$ cat src/rtl/mem_bus_arbiter_pkg.sv
// mem_bus_arbiter_pkg: shared FSM encoding, region decode and grant codes for the memory bus arbiter
package mem_bus_arbiter_pkg;
    typedef enum logic [2:0] {S_IDLE, S_ISSUE, S_WAIT, S_PWAIT, S_RESP} state_t;
    localparam int REGION_W = 3;
    localparam logic [REGION_W-1:0] REGION_RAM = 3'b000;
    localparam logic GNT_A = 1'b0;
    localparam logic GNT_B = 1'b1;
    function automatic logic is_ram(input logic [REGION_W-1:0] region);
        return region == REGION_RAM;
    endfunction
endpackage

$ cat src/rtl/mem_bus_arbiter_grant.sv
// mem_bus_arbiter_grant: A-priority winner selection with a starvation counter that forces B through
module mem_bus_arbiter_grant
    import mem_bus_arbiter_pkg::*;
#(
    parameter int STARVE_LIMIT = 4
) (
    input  logic clk,
    input  logic rst,
    input  logic a_req,
    input  logic b_req,
    input  logic idle,
    output logic win
);
    logic [3:0] starve_cnt;
    logic       full;

    assign full = starve_cnt == 4'(STARVE_LIMIT);
    assign win  = (b_req & (~a_req | full)) ? GNT_B : GNT_A;

    // count A wins taken while B waits; only the accepting IDLE cycle updates it
    always_ff @(posedge clk) begin
        if (rst)
            starve_cnt <= '0;
        else if (idle)
            starve_cnt <= (~b_req | win == GNT_B) ? '0 : (a_req & ~full) ? starve_cnt + 4'd1 : starve_cnt;
    end
endmodule

$ cat src/rtl/mem_bus_arbiter.sv
// mem_bus_arbiter: two-master RAM/peripheral bus arbiter; optional peripheral timeout via MEM_ARB_TIMEOUT_EN
module mem_bus_arbiter
    import mem_bus_arbiter_pkg::*;
#(
    parameter int ADDR_W         = 32,
    parameter int DATA_W         = 32,
    parameter int RAM_LATENCY    = 1,
    parameter int STARVE_LIMIT   = 4,
    parameter int TIMEOUT_CYCLES = 255
) (
    input  logic                clk,
    input  logic                rst,
    input  logic                a_req,
    input  logic                a_we,
    input  logic [ADDR_W-1:0]   a_addr,
    input  logic [DATA_W-1:0]   a_wdata,
    output logic                a_ack,
    output logic [DATA_W-1:0]   a_rdata,
    output logic                a_err,
    input  logic                b_req,
    input  logic                b_we,
    input  logic [ADDR_W-1:0]   b_addr,
    input  logic [DATA_W-1:0]   b_wdata,
    output logic                b_ack,
    output logic [DATA_W-1:0]   b_rdata,
    output logic                b_err,
    output logic [ADDR_W-1:0]   ram_addr,
    output logic [DATA_W-1:0]   ram_wdata,
    output logic                ram_we,
    input  logic [DATA_W-1:0]   ram_rdata,
    output logic [REGION_W-1:0] per_sel,
    output logic [ADDR_W-4:0]   per_addr,
    output logic [DATA_W-1:0]   per_wdata,
    output logic                per_we,
    output logic                per_valid,
    input  logic                per_ready,
    input  logic [DATA_W-1:0]   per_rdata,
    output logic                busy,
    output logic                grant
);
    state_t              state, nxt;
    logic                win, lwe, gnt, pdone, hs, is_r, wdone, tmo;
    logic [ADDR_W-1:0]   laddr;
    logic [DATA_W-1:0]   lwdata, pcap, rd;
    logic [2:0]          wcnt;
    logic [REGION_W-1:0] region;

    if (RAM_LATENCY < 0 || RAM_LATENCY > 7 || STARVE_LIMIT < 1 || STARVE_LIMIT > 15 || TIMEOUT_CYCLES < 1) begin : g_bad_param
        $error("mem_bus_arbiter: parameter out of range");
    end

    mem_bus_arbiter_grant #(.STARVE_LIMIT(STARVE_LIMIT)) u_grant (
        .clk   (clk),
        .rst   (rst),
        .a_req (a_req),
        .b_req (b_req),
        .idle  (state == S_IDLE),
        .win   (win)
    );

    assign region = laddr[ADDR_W-1 -: REGION_W];
    assign is_r   = is_ram(region);
    assign hs     = per_valid & per_ready;
    assign wdone  = int'(wcnt) == RAM_LATENCY - 1;

`ifdef MEM_ARB_TIMEOUT_EN
    localparam int TW = $clog2(TIMEOUT_CYCLES + 1);
    logic [TW-1:0] tcnt;
    logic          err_q;

    assign tmo   = (state == S_PWAIT) & ~pdone & ~per_ready & (tcnt == TW'(TIMEOUT_CYCLES - 1));
    assign a_err = err_q & (gnt == GNT_A);
    assign b_err = err_q & (gnt == GNT_B);

    // peripheral wait counter runs only in PWAIT; error flag is set as RESP is entered
    always_ff @(posedge clk) begin
        if (rst) begin
            tcnt  <= '0;
            err_q <= 1'b0;
        end else begin
            tcnt <= (state == S_PWAIT) ? tcnt + TW'(1) : '0;
            if (nxt == S_RESP)
                err_q <= tmo;
        end
    end
`else
    assign tmo   = 1'b0;
    assign a_err = 1'b0;
    assign b_err = 1'b0;
`endif

    // state register
    always_ff @(posedge clk) begin
        if (rst)
            state <= S_IDLE;
        else
            state <= nxt;
    end

    // next state: RAM path waits a fixed latency, peripheral path waits for the handshake
    always_comb begin
        nxt = state;
        case (state)
            S_IDLE:  nxt = (a_req | b_req) ? S_ISSUE : S_IDLE;
            S_ISSUE: nxt = ~is_r ? S_PWAIT : (RAM_LATENCY == 0) ? S_RESP : S_WAIT;
            S_WAIT:  nxt = wdone ? S_RESP : S_WAIT;
            S_PWAIT: nxt = (pdone | tmo) ? S_RESP : S_PWAIT;
            S_RESP:  nxt = S_IDLE;
            default: nxt = S_IDLE;
        endcase
    end

    // request latch, wait counting, peripheral capture and response data
    always_ff @(posedge clk) begin
        if (rst) begin
            laddr  <= '0;
            lwdata <= '0;
            lwe    <= 1'b0;
            gnt    <= GNT_A;
            wcnt   <= '0;
            pdone  <= 1'b0;
            pcap   <= '0;
            rd     <= '0;
        end else begin
            if (state == S_IDLE && (a_req | b_req)) begin
                laddr  <= win ? b_addr : a_addr;
                lwdata <= win ? b_wdata : a_wdata;
                lwe    <= win ? b_we : a_we;
                gnt    <= win;
            end
            wcnt  <= (state == S_WAIT) ? wcnt + 3'd1 : '0;
            pdone <= (state == S_IDLE) ? 1'b0 : pdone | hs;
            if (hs)
                pcap <= per_rdata;
            if (nxt == S_RESP)
                rd <= (lwe | tmo) ? '0 : is_r ? ram_rdata : pcap;
        end
    end

    assign busy      = state != S_IDLE;
    assign grant     = gnt;
    assign a_ack     = (state == S_RESP) & (gnt == GNT_A);
    assign b_ack     = (state == S_RESP) & (gnt == GNT_B);
    assign a_rdata   = rd;
    assign b_rdata   = rd;
    assign ram_addr  = laddr;
    assign ram_wdata = lwdata;
    assign ram_we    = (state == S_ISSUE) & is_r & lwe;
    assign per_sel   = region;
    assign per_addr  = laddr[ADDR_W-4:0];
    assign per_wdata = lwdata;
    assign per_we    = lwe & ~is_r;
    assign per_valid = (state == S_ISSUE || state == S_PWAIT) & ~is_r & ~pdone;
endmodule
$ cat config.mk
export PLATFORM = sky130hd
export DESIGN_NAME = mem_bus_arbiter
export DESIGN_NICKNAME = d
export VERILOG_FILES = /design/src/rtl/mem_bus_arbiter_pkg.sv /design/src/rtl/mem_bus_arbiter_grant.sv /design/src/rtl/mem_bus_arbiter.sv
export SDC_FILE = /design/constraint.sdc
export NUM_CORES = 1
export LEC_CHECK = 0
export CORE_AREA = 2 2 155 157
export DETAILED_ROUTE_END_ITERATION = 12
export DIE_AREA = 0 0 157 159
export PLACE_DENSITY_LB_ADDON = 0.25
export SYNTH_ARGS = -nofsm -noshare
export SYNTH_HDL_FRONTEND = slang
export SYNTH_SLANG_ARGS = --single-unit
export TNS_END_PERCENT = 5
$ cat constraint.sdc
create_clock -name clk -period 2 [get_ports clk]
set_clock_uncertainty 0.2 [all_clocks]
set_input_delay 0.2 -clock clk [delete_from_list [all_inputs] [get_ports clk]]
set_output_delay 0.2 -clock clk [all_outputs]
set_load 0.05 [all_outputs]
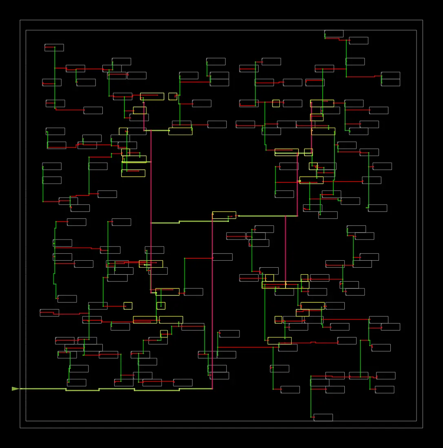
clock_nets.png
final-layout clock buffer total: 20
clock distribution power: 0.00307 W
flip-flops: 141
clock network latency to the later pin of the worst-skew pair: 0.42 ns
total CTS buffers: 17

==> flow_summary_export.csv <==
group,metric,value,unit
outcome,outcome,"complete, but fails checks",
outcome,failed_checks,"negative setup slack",
routing,routed_wirelength,30100,µm
global_routing,grt.overflow.total,0,
yosys,fraction_of_registers_with_async_set_reset,0,%
yosys,xor_area_share,0.101,%
worst_hold_path,hold_end,"pcap[16]",
clock_tree,clkSinkCount,141,
flow_run,warnings,31,
timing,worstMarginPinSlew,0.543,ns
timing,final_critical_path_setup_slack,-0.0465,ns
die,chipArea,0.0250,mm²
yosys,synth_dominant_cell_count,"sky130_fd_sc_hd__dfxtp_1",
yosys,top_cells_by_area,"sky130_fd_sc_hd__dfxtp_1, sky130_fd_sc_hd__buf_4, sky130_fd_sc_hd__mux2i_1, sky130_fd_sc_hd__a311oi_1, sky130_fd_sc_hd__o211ai_1",
yosys,synth_top_area_share,32.5,%
clock_tree,postCtsResizedCells,159,
worst_setup_path,rrSetupSlack,0.07,ns
die,core-area,0.0232,mm²
yosys,yosysCellCount,996,
die,fp-utilization,37.4,%
die,die-width,157,µm
timing,setup-tns-final,-0.0609,ns
yosys,post_synth_mux_area_share,7.38,%
worst_setup_path,r2r-start,"wcnt[0]",
timing,timing.final.crit_share,102,%
power,power.group.top,"combinational logic",
place,buffer_ports.inserted,397,
timing,relSlewSlack,64.0,%
clock_tree,cts-root-to-sink-buffers,2,
worst_setup_path,critical_path.startpoint_type,"flop",
global_routing,largest_net_degree_at_the_start_of_global_routing,67,
routing,remaining_drc_errors,0,
cells_and_area,finish.cell_count_without_fillers,1589,
die,die_y,159,µm
routing,postRouteAntennaNets,0,
power,net_switching_component_of_the_power,0.00486,W
worst_hold_path,hold_path.class,"input pin to flop",
worst_setup_path,crit_path_end,"ram_we",
routing,detail_route.vias_per_cell,5.29,
routing,drt_pass1_iterations,7,
worst_setup_path,worstPathArrival,1.65,ns
worst_setup_path,setup_crit_end_kind,"primary output",
timing,setup_viol_count_final,2,
clock_tree,cts_tree,"yes",
yosys,synthTopLogicFamily,"simple AND/OR/NAND/NOR gates",
power,power-per-cell-area,891,mW/mm²
power,p_total,0.0114,W
routing,drt_first_iter_violations,362,
clock_tree,clk_pin_slew,0.07,ns
yosys,mappedNetlistArea,0.00868,mm²
die,ioPinCount,400,
worst_setup_path,slowest_stage,"sky130_fd_sc_hd__or3_4",
worst_setup_path,critical_path.max_stage_delay,0.40,ns
worst_setup_path,crit_path_cell_trace,"or3_4, nor4b_4, buf_12",
place,dp_cells,1545,
clock_tree,h-tree-depth,4,
cells_and_area,final_net_count,1460,
yosys,yosys_warnings,0,
global_routing,grtUsageTotal,22.8,%
power,power.share.combinational,43.2,%
place,routabilityCongestion,0.831,
worst_setup_path,timing_worst_setup_path_type,"flop to primary output",
cells_and_area,final_core_utilization,55.1,%
power,peakVddDrop,0.502,mV
yosys,syn_inst,996,
yosys,top_area_cell,"sky130_fd_sc_hd__dfxtp_1",
power,power_share_of_the_sequential_group,29.8,%
worst_hold_path,worstHoldStart,"rst",
timing,rsz0062_at_grt,"yes",
place,place_area,0.0122,mm²
timing,finalWorstPathRequiredPeriod,2.05,ns
worst_setup_path,startpoint_of_the_worst_setup_timing_path,"ram_addr[31]",
flow_run,maxCapViolations,0,
power,intPower,0.00652,W
yosys,synth_chip_area,0.00868,mm²
clock_tree,post_cts.repair.setup_buffers,7,
worst_setup_path,worstPathRequired,1.60,ns
cells_and_area,fillCellCount,2162,
power,clkPwrFrac,27.0,%
yosys,yosys-top-cells-count,"sky130_fd_sc_hd__dfxtp_1, sky130_fd_sc_hd__buf_4, sky130_fd_sc_hd__nand3_1",
yosys,yosys.area_share.simple,23.3,%
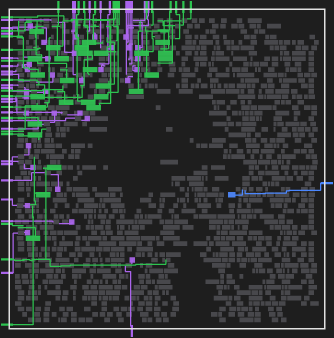
port_trees.png
(2 px per µm)
per_valid -> blue  # bits 1, direction output, edge right, end cells 1, buffers 1, wire 52.4 µm
per_addr -> green  # bits 29, direction output, edge 15 left, 14 top, end cells 29, buffers 29, wire 1410 µm
b_addr -> purple  # bits 32, direction input, edge 20 left, 11 top, 1 bottom, end cells 32, buffers 32, wire 734 µm

==> layout make-up <==
class | instances | area [µm²] | area share (%)
flip-flops and latches | 141 | 2840 | 22.2
multi-input cells | 645 | 4690 | 36.7
inverters | 8 | 30.0 | 0.235
clock inverters | 12 | 100 | 0.783
well taps | 319 | 399 | 3.12
repair buffers | 444 | 4250 | 33.3
clock buffers | 20 | 467 | 3.65
==> cell usage in the layout, fill, tap and decap left out, types with 4 or more instances in the layout <==
master,instances
sky130_fd_sc_hd__dfxtp_1,134
sky130_fd_sc_hd__buf_4,74
sky130_fd_sc_hd__o211ai_1,69
sky130_fd_sc_hd__mux2i_1,64
sky130_fd_sc_hd__nor2_1,5
sky130_fd_sc_hd__inv_1,6
sky130_fd_sc_hd__nand3_1,99
sky130_fd_sc_hd__a311oi_1,64
sky130_fd_sc_hd__dfxtp_2,5
sky130_fd_sc_hd__o211ai_2,29
sky130_fd_sc_hd__clkdlybuf4s50_1,196
sky130_fd_sc_hd__inv_6,6
sky130_fd_sc_hd__nand2b_1,67
sky130_fd_sc_hd__a21oi_1,69
sky130_fd_sc_hd__nand2_1,40
sky130_fd_sc_hd__buf_12,16
sky130_fd_sc_hd__clkbuf_16,17
sky130_fd_sc_hd__and2b_2,56
sky130_fd_sc_hd__nor2b_1,36
sky130_fd_sc_hd__and2b_1,5
sky130_fd_sc_hd__ha_1,4
sky130_fd_sc_hd__clkinvlp_4,4
sky130_fd_sc_hd__dlymetal6s2s_1,6
sky130_fd_sc_hd__dlygate4sd2_1,147
==> layer usage <==
layer / share of wire [%] / GRT usage [%]
met5: 0 / 0
met3: 8.2 / 5.88
met1: 41 / 28.6
met2: 47 / 36.6
met4: 3.6 / 10.2
Power is estimated from default activity; no workload was simulated.
